==> src/rtl/fuzzy_pkg.sv <==
// Shared types, constants and the rule-index helper for the fuzzy-inference sequencer.
package fuzzy_pkg;

    typedef enum logic [2:0] {
        S_IDLE,
        S_EST,
        S_FUZZ,
        S_RULE,
        S_DIV,
        S_DONE
    } seq_state_e;

    localparam logic [1:0] TERM_NEG  = 2'd0;
    localparam logic [1:0] TERM_ZERO = 2'd1;
    localparam logic [1:0] TERM_POS  = 2'd2;

    localparam int N_RULES_4 = 4;
    localparam int N_RULES_9 = 9;

    // Maps rule counter k to {T-term, dT-term}; the 4-rule set uses only the corner terms.
    function automatic logic [3:0] rule_idx(input logic [3:0] k, input logic mode9);
        logic [3:0] q;
        logic [3:0] r;
        logic [1:0] i;
        logic [1:0] j;
        q = k / 4'd3;
        r = k % 4'd3;
        if (mode9) begin
            i = q[1:0];
            j = r[1:0];
        end else begin
            i = k[1] ? TERM_POS : TERM_NEG;
            j = k[0] ? TERM_POS : TERM_NEG;
        end
        return {i, j};
    endfunction

endpackage

==> src/rtl/fuzzy_seq_if.sv <==
// Control/status bundle between the sequencer and the MMIO block / fuzzy datapath.
interface fuzzy_seq_if;
    logic       start_pulse;
    logic       init_pulse;
    logic       reg_mode;
    logic       dt_mode;
    logic       div_done;
    logic       est_upd;
    logic       est_clr;
    logic       fuzz_en;
    logic       acc_clr;
    logic       rule_en;
    logic [1:0] rule_i;
    logic [1:0] rule_j;
    logic       div_start;
    logic       g_load;
    logic       busy;
    logic       valid;
    logic       ovr;
    logic       err;

    modport master (
        input  start_pulse, init_pulse, reg_mode, dt_mode, div_done,
        output est_upd, est_clr, fuzz_en, acc_clr, rule_en, rule_i, rule_j,
               div_start, g_load, busy, valid, ovr, err
    );

    modport slave (
        output start_pulse, init_pulse, reg_mode, dt_mode, div_done,
        input  est_upd, est_clr, fuzz_en, acc_clr, rule_en, rule_i, rule_j,
               div_start, g_load, busy, valid, ovr, err
    );
endinterface

==> src/rtl/fuzzy_seq.sv <==
// Pass sequencer: EST -> FUZZ -> RULE -> DIV -> DONE, with init abort and sticky overrun.
// Optional divider watchdog enabled by defining FUZZY_SEQ_DIV_TIMEOUT_EN.
module fuzzy_seq
    import fuzzy_pkg::*;
#(
    parameter int FUZZ_LAT = 2,
    parameter int DIV_TO   = 32
) (
    input  logic        clk,
    input  logic        rst_n,
    fuzzy_seq_if.master bus
);

    localparam logic [3:0] FUZZ_LAST = 4'(FUZZ_LAT - 1);

    seq_state_e state_q, state_d;
    logic [3:0] cnt_q, cnt_d;
    logic       mode9_q, mode9_d;
    logic       busy_q, busy_d;
    logic       valid_q, valid_d;
    logic       ovr_q, ovr_d;
    logic       err_q, err_d;
    logic       acc_clr_q, acc_clr_d;
    logic       est_clr_q, est_clr_d;
    logic [3:0] rule_last;
    logic       div_timeout;

    assign rule_last = mode9_q ? 4'(N_RULES_9 - 1) : 4'(N_RULES_4 - 1);

`ifdef FUZZY_SEQ_DIV_TIMEOUT_EN
    localparam int TO_W = $clog2(DIV_TO + 1);
    logic [TO_W-1:0] to_cnt_q;

    // Watchdog counts DIV cycles without div_done; restarts whenever DIV is (re)entered.
    always_ff @(posedge clk or negedge rst_n) begin
        if (!rst_n)
            to_cnt_q <= '0;
        else if (state_q != S_DIV || bus.init_pulse)
            to_cnt_q <= '0;
        else if (!bus.div_done)
            to_cnt_q <= to_cnt_q + TO_W'(1);
    end

    assign div_timeout = (state_q == S_DIV) && !bus.div_done &&
                         (to_cnt_q == TO_W'(DIV_TO - 1));
`else
    assign div_timeout = 1'b0;
`endif

    always_ff @(posedge clk or negedge rst_n) begin
        if (!rst_n) begin
            state_q   <= S_IDLE;
            cnt_q     <= '0;
            mode9_q   <= 1'b0;
            busy_q    <= 1'b0;
            valid_q   <= 1'b0;
            ovr_q     <= 1'b0;
            err_q     <= 1'b0;
            acc_clr_q <= 1'b0;
            est_clr_q <= 1'b0;
        end else begin
            state_q   <= state_d;
            cnt_q     <= cnt_d;
            mode9_q   <= mode9_d;
            busy_q    <= busy_d;
            valid_q   <= valid_d;
            ovr_q     <= ovr_d;
            err_q     <= err_d;
            acc_clr_q <= acc_clr_d;
            est_clr_q <= est_clr_d;
        end
    end

    // Init overrides everything; otherwise cnt is reused as FUZZ timer, rule k, and DIV first-cycle flag.
    always_comb begin
        state_d   = state_q;
        cnt_d     = cnt_q;
        mode9_d   = mode9_q;
        busy_d    = busy_q;
        valid_d   = valid_q;
        ovr_d     = ovr_q;
        err_d     = err_q;
        acc_clr_d = 1'b0;
        est_clr_d = 1'b0;

        if (bus.init_pulse) begin
            state_d   = S_IDLE;
            cnt_d     = '0;
            busy_d    = 1'b0;
            valid_d   = 1'b0;
            ovr_d     = 1'b0;
            err_d     = 1'b0;
            acc_clr_d = 1'b1;
            est_clr_d = 1'b1;
        end else begin
            if (bus.start_pulse && busy_q)
                ovr_d = 1'b1;

            case (state_q)
                S_IDLE: begin
                    if (bus.start_pulse) begin
                        state_d   = bus.dt_mode ? S_EST : S_FUZZ;
                        cnt_d     = '0;
                        mode9_d   = bus.reg_mode;
                        acc_clr_d = 1'b1;
                        busy_d    = 1'b1;
                        valid_d   = 1'b0;
                    end
                end
                S_EST: begin
                    state_d = S_FUZZ;
                    cnt_d   = '0;
                end
                S_FUZZ: begin
                    if (cnt_q == FUZZ_LAST) begin
                        state_d = S_RULE;
                        cnt_d   = '0;
                    end else begin
                        cnt_d = cnt_q + 4'd1;
                    end
                end
                S_RULE: begin
                    if (cnt_q == rule_last) begin
                        state_d = S_DIV;
                        cnt_d   = '0;
                    end else begin
                        cnt_d = cnt_q + 4'd1;
                    end
                end
                S_DIV: begin
                    cnt_d = 4'd1;
                    if (bus.div_done) begin
                        state_d = S_DONE;
                        busy_d  = 1'b0;
                        valid_d = 1'b1;
                    end else if (div_timeout) begin
                        state_d = S_IDLE;
                        err_d   = 1'b1;
                        busy_d  = 1'b0;
                        valid_d = 1'b0;
                    end
                end
                S_DONE: begin
                    state_d = S_IDLE;
                end
                default: begin
                    state_d = S_IDLE;
                end
            endcase
        end
    end

    assign bus.est_upd   = (state_q == S_EST);
    assign bus.fuzz_en   = (state_q == S_FUZZ);
    assign bus.rule_en   = (state_q == S_RULE);
    assign {bus.rule_i, bus.rule_j} = (state_q == S_RULE) ? rule_idx(cnt_q, mode9_q) : 4'd0;
    assign bus.div_start = (state_q == S_DIV) && (cnt_q == 4'd0);
    assign bus.g_load    = (state_q == S_DONE);
    assign bus.busy      = busy_q;
    assign bus.valid     = valid_q;
    assign bus.ovr       = ovr_q;
    assign bus.err       = err_q;
    assign bus.acc_clr   = acc_clr_q;
    assign bus.est_clr   = est_clr_q;

endmodule

==> src/flat_wrapper.sv <==
// flat-port wrapper written by rule: the top's interface ports become plain ports
module fuzzy_seq_flat import fuzzy_pkg::*;
#(
    parameter int FUZZ_LAT = 2,
    parameter int DIV_TO   = 32
)
  (clk, rst_n, bus_start_pulse, bus_init_pulse, bus_reg_mode, bus_dt_mode, bus_div_done, bus_est_upd, bus_est_clr, bus_fuzz_en, bus_acc_clr, bus_rule_en, bus_rule_i, bus_rule_j, bus_div_start, bus_g_load, bus_busy, bus_valid, bus_ovr, bus_err);
  fuzzy_seq_if bus_i ();
  input  logic clk;
  input  logic rst_n;
  input wire logic [$bits(bus_i.start_pulse)-1:0] bus_start_pulse;
  input wire logic [$bits(bus_i.init_pulse)-1:0] bus_init_pulse;
  input wire logic [$bits(bus_i.reg_mode)-1:0] bus_reg_mode;
  input wire logic [$bits(bus_i.dt_mode)-1:0] bus_dt_mode;
  input wire logic [$bits(bus_i.div_done)-1:0] bus_div_done;
  output wire logic [$bits(bus_i.est_upd)-1:0] bus_est_upd;
  output wire logic [$bits(bus_i.est_clr)-1:0] bus_est_clr;
  output wire logic [$bits(bus_i.fuzz_en)-1:0] bus_fuzz_en;
  output wire logic [$bits(bus_i.acc_clr)-1:0] bus_acc_clr;
  output wire logic [$bits(bus_i.rule_en)-1:0] bus_rule_en;
  output wire logic [$bits(bus_i.rule_i)-1:0] bus_rule_i;
  output wire logic [$bits(bus_i.rule_j)-1:0] bus_rule_j;
  output wire logic [$bits(bus_i.div_start)-1:0] bus_div_start;
  output wire logic [$bits(bus_i.g_load)-1:0] bus_g_load;
  output wire logic [$bits(bus_i.busy)-1:0] bus_busy;
  output wire logic [$bits(bus_i.valid)-1:0] bus_valid;
  output wire logic [$bits(bus_i.ovr)-1:0] bus_ovr;
  output wire logic [$bits(bus_i.err)-1:0] bus_err;
  assign bus_i.start_pulse = bus_start_pulse;
  assign bus_i.init_pulse = bus_init_pulse;
  assign bus_i.reg_mode = bus_reg_mode;
  assign bus_i.dt_mode = bus_dt_mode;
  assign bus_i.div_done = bus_div_done;
  assign bus_est_upd = bus_i.est_upd;
  assign bus_est_clr = bus_i.est_clr;
  assign bus_fuzz_en = bus_i.fuzz_en;
  assign bus_acc_clr = bus_i.acc_clr;
  assign bus_rule_en = bus_i.rule_en;
  assign bus_rule_i = bus_i.rule_i;
  assign bus_rule_j = bus_i.rule_j;
  assign bus_div_start = bus_i.div_start;
  assign bus_g_load = bus_i.g_load;
  assign bus_busy = bus_i.busy;
  assign bus_valid = bus_i.valid;
  assign bus_ovr = bus_i.ovr;
  assign bus_err = bus_i.err;
  fuzzy_seq #(.FUZZ_LAT(FUZZ_LAT), .DIV_TO(DIV_TO)) u_core (.clk(clk), .rst_n(rst_n), .bus(bus_i));
endmodule
==> config.mk <==
export PLATFORM = sky130hd
export DESIGN_NAME = fuzzy_seq_flat
export DESIGN_NICKNAME = d
export VERILOG_FILES = /design/src/rtl/fuzzy_pkg.sv /design/src/rtl/fuzzy_seq_if.sv /design/src/rtl/fuzzy_seq.sv /design/src/flat_wrapper.sv
export SDC_FILE = /design/constraint.sdc
export NUM_CORES = 1
export LEC_CHECK = 0
export ABC_AREA = 1
export CORE_MARGIN = 2
export CORE_UTILIZATION = 30
export CTS_CLUSTER_SIZE = 16
export DETAILED_ROUTE_END_ITERATION = 7
export SYNTH_ARGS = -nofsm -noshare
export SYNTH_HDL_FRONTEND = slang
export SYNTH_SLANG_ARGS = --single-unit
==> constraint.sdc <==
create_clock -name clk -period 2 [get_ports clk]
set_input_delay 0.2 -clock clk [delete_from_list [all_inputs] [get_ports clk]]
set_output_delay 0.2 -clock clk [all_outputs]
set_load 0.005 [all_outputs]
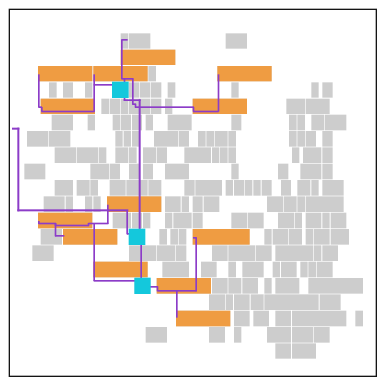
Figure 1: clock distribution.
Scale: 6 px per µm.
[flip-flops] orange | count: 13
[clock wires] purple | length: 196 µm
[clock drivers] cyan | count: 3
routed clock nets	4

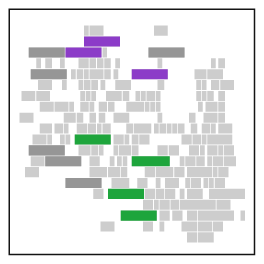
Figure 2: sequential cells grouped by signal name.
Scale: 4 px per µm. Other sequential cells in the stronger grey, the rest of the logic in the fainter grey.
name in the netlist	colour	sequential cells
u_core.state_q	purple	3
u_core.cnt_q	green	4
not coloured	6

==> run_summary.xml <==
<?xml version="1.0" encoding="UTF-8"?>
<metrics>
  <group name="finish">
    <metric name="final_common_cell" unit="">sky130_fd_sc_hd__nand2_1</metric>
  </group>
  <group name="timing">
    <metric name="report.final.setup_viol" unit="">3</metric>
    <metric name="report.final.hold_viol_count" unit="">0</metric>
    <metric name="max_slew_margin" unit="%">59.39</metric>
    <metric name="setup_ws" unit="ns">-0.2804</metric>
    <metric name="period_used_share" unit="%">114.0</metric>
  </group>
  <group name="grt">
    <metric name="maximum_number_of_pins_on_one_net_before_global_route_repair" unit="">14</metric>
    <metric name="globalRouteOverflowTotal" unit="">0</metric>
  </group>
  <group name="critical_path">
    <metric name="timing.critical_path.to" unit="">bus_rule_i[0]</metric>
    <metric name="cp-start-kind" unit="">flip-flop</metric>
    <metric name="ff2ff_setup_slack" unit="ns">0.43</metric>
    <metric name="cp-end-kind" unit="">output pin</metric>
    <metric name="critPathRequiredTime" unit="ns">1.80</metric>
    <metric name="crit_path_top_delay_cell" unit="">sky130_fd_sc_hd__dfrtp_1</metric>
  </group>
  <group name="yosys">
    <metric name="syn-instance-count" unit="">135</metric>
    <metric name="number_of_flops_mapped_to_enable_cells_by_yosys" unit="">0</metric>
    <metric name="adder_share" unit="%">9.009</metric>
    <metric name="syn-num-nets" unit="">149</metric>
    <metric name="area_fraction_in_and_or_nand_and_nor_cells" unit="%">33.85</metric>
    <metric name="synth_flop_count" unit="">13</metric>
  </group>
  <group name="drt">
    <metric name="drc_errors" unit="">0</metric>
    <metric name="iteration_tally_of_the_first_detailed_router_pass" unit="">4</metric>
  </group>
  <group name="placement">
    <metric name="buffer_ports.inserted" unit="">20</metric>
  </group>
  <group name="job">
    <metric name="maxCapViolations" unit="">0</metric>
  </group>
  <group name="floorplan">
    <metric name="number_of_primary_i_o_pins" unit="">22</metric>
    <metric name="coreArea" unit="mm²">0.003078</metric>
    <metric name="floorplan.die.height" unit="µm">60.93</metric>
  </group>
  <group name="outcome">
    <metric name="run_status" unit="">finished, violations left</metric>
    <metric name="violations" unit="">negative setup slack</metric>
  </group>
</metrics>
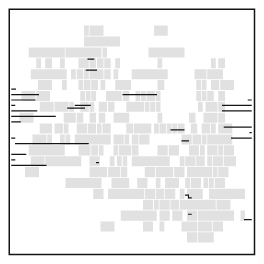
Figure 3: M3 wires.
Scale: 4 px per µm. Cells faint in the background.
share of all routed wire	4.4%
nets with wire on the layer	26
longest straight run	18.2 µm

sequential cells by signal, indices dropped and copies added, names as in the netlist:
signal	cells
u_core.bus.busy	1
u_core.cnt_q	4
u_core.bus.est_clr	1
u_core.bus.acc_clr	1
u_core.mode9_q	1
u_core.state_q	3
u_core.bus.valid	1
u_core.bus.ovr	1
cell type report:
type	instances	area (µm²)	area share, %
Multi-Input combinational cell	97	660.6	42.48
Tap cell	44	55.05	3.540
Timing Repair Buffer	48	396.6	25.50
Sequential cell	13	326.6	21.00
Inverter	24	90.09	5.792
Clock buffer	4	26.28	1.689
how the worst min path moves through the flow:
| stage | endpoint | slack [ns] | depth (start not counted) |
|---|---|---|---|
| 6_report | u_core.bus.ovr | 0.29 | 1 |
| 5_1_grt | u_core.bus.ovr | 0.33 | 1 |
| 4_1_cts | u_core.bus.valid | 0.31 | 1 |
| 3_5_place_dp | u_core.bus.valid | 0.48 | 2 |
| 3_3_place_gp | u_core.bus.valid | 0.47 | 2 |
| 2_1_floorplan | u_core.bus.acc_clr | -0.1 | 0 |
stage by stage:
stage / total power, mW / cell area, µm² / cells / setup TNS, ns / hold slack (ns)
after floorplan: 0.7924 / 975.9 / 135 / 0 / -0.09559
after global placement: 1.061 / 1344 / 214 / -1.123 / 0.4652
after detailed placement: 1.083 / 1344 / 214 / -1.361 / 0.4756
after CTS: 1.292 / 1509 / 229 / -0.7472 / 0.3113
after global routing: 1.410 / 1555 / 230 / -1.108 / 0.3291
final: 1.300 / 1555 / 230 / -0.7841 / 0.2915
power breakdown:
group | switching (mW) | leakage (nW) | internal (mW) | total [mW]
logic | 0.412 | 0.582 | 0.317 | 0.729
registers | 0.0726 | 0.167 | 0.329 | 0.402
clock network | 0.0915 | 0.0150 | 0.0775 | 0.169
Power is estimated from default activity; no workload was simulated.
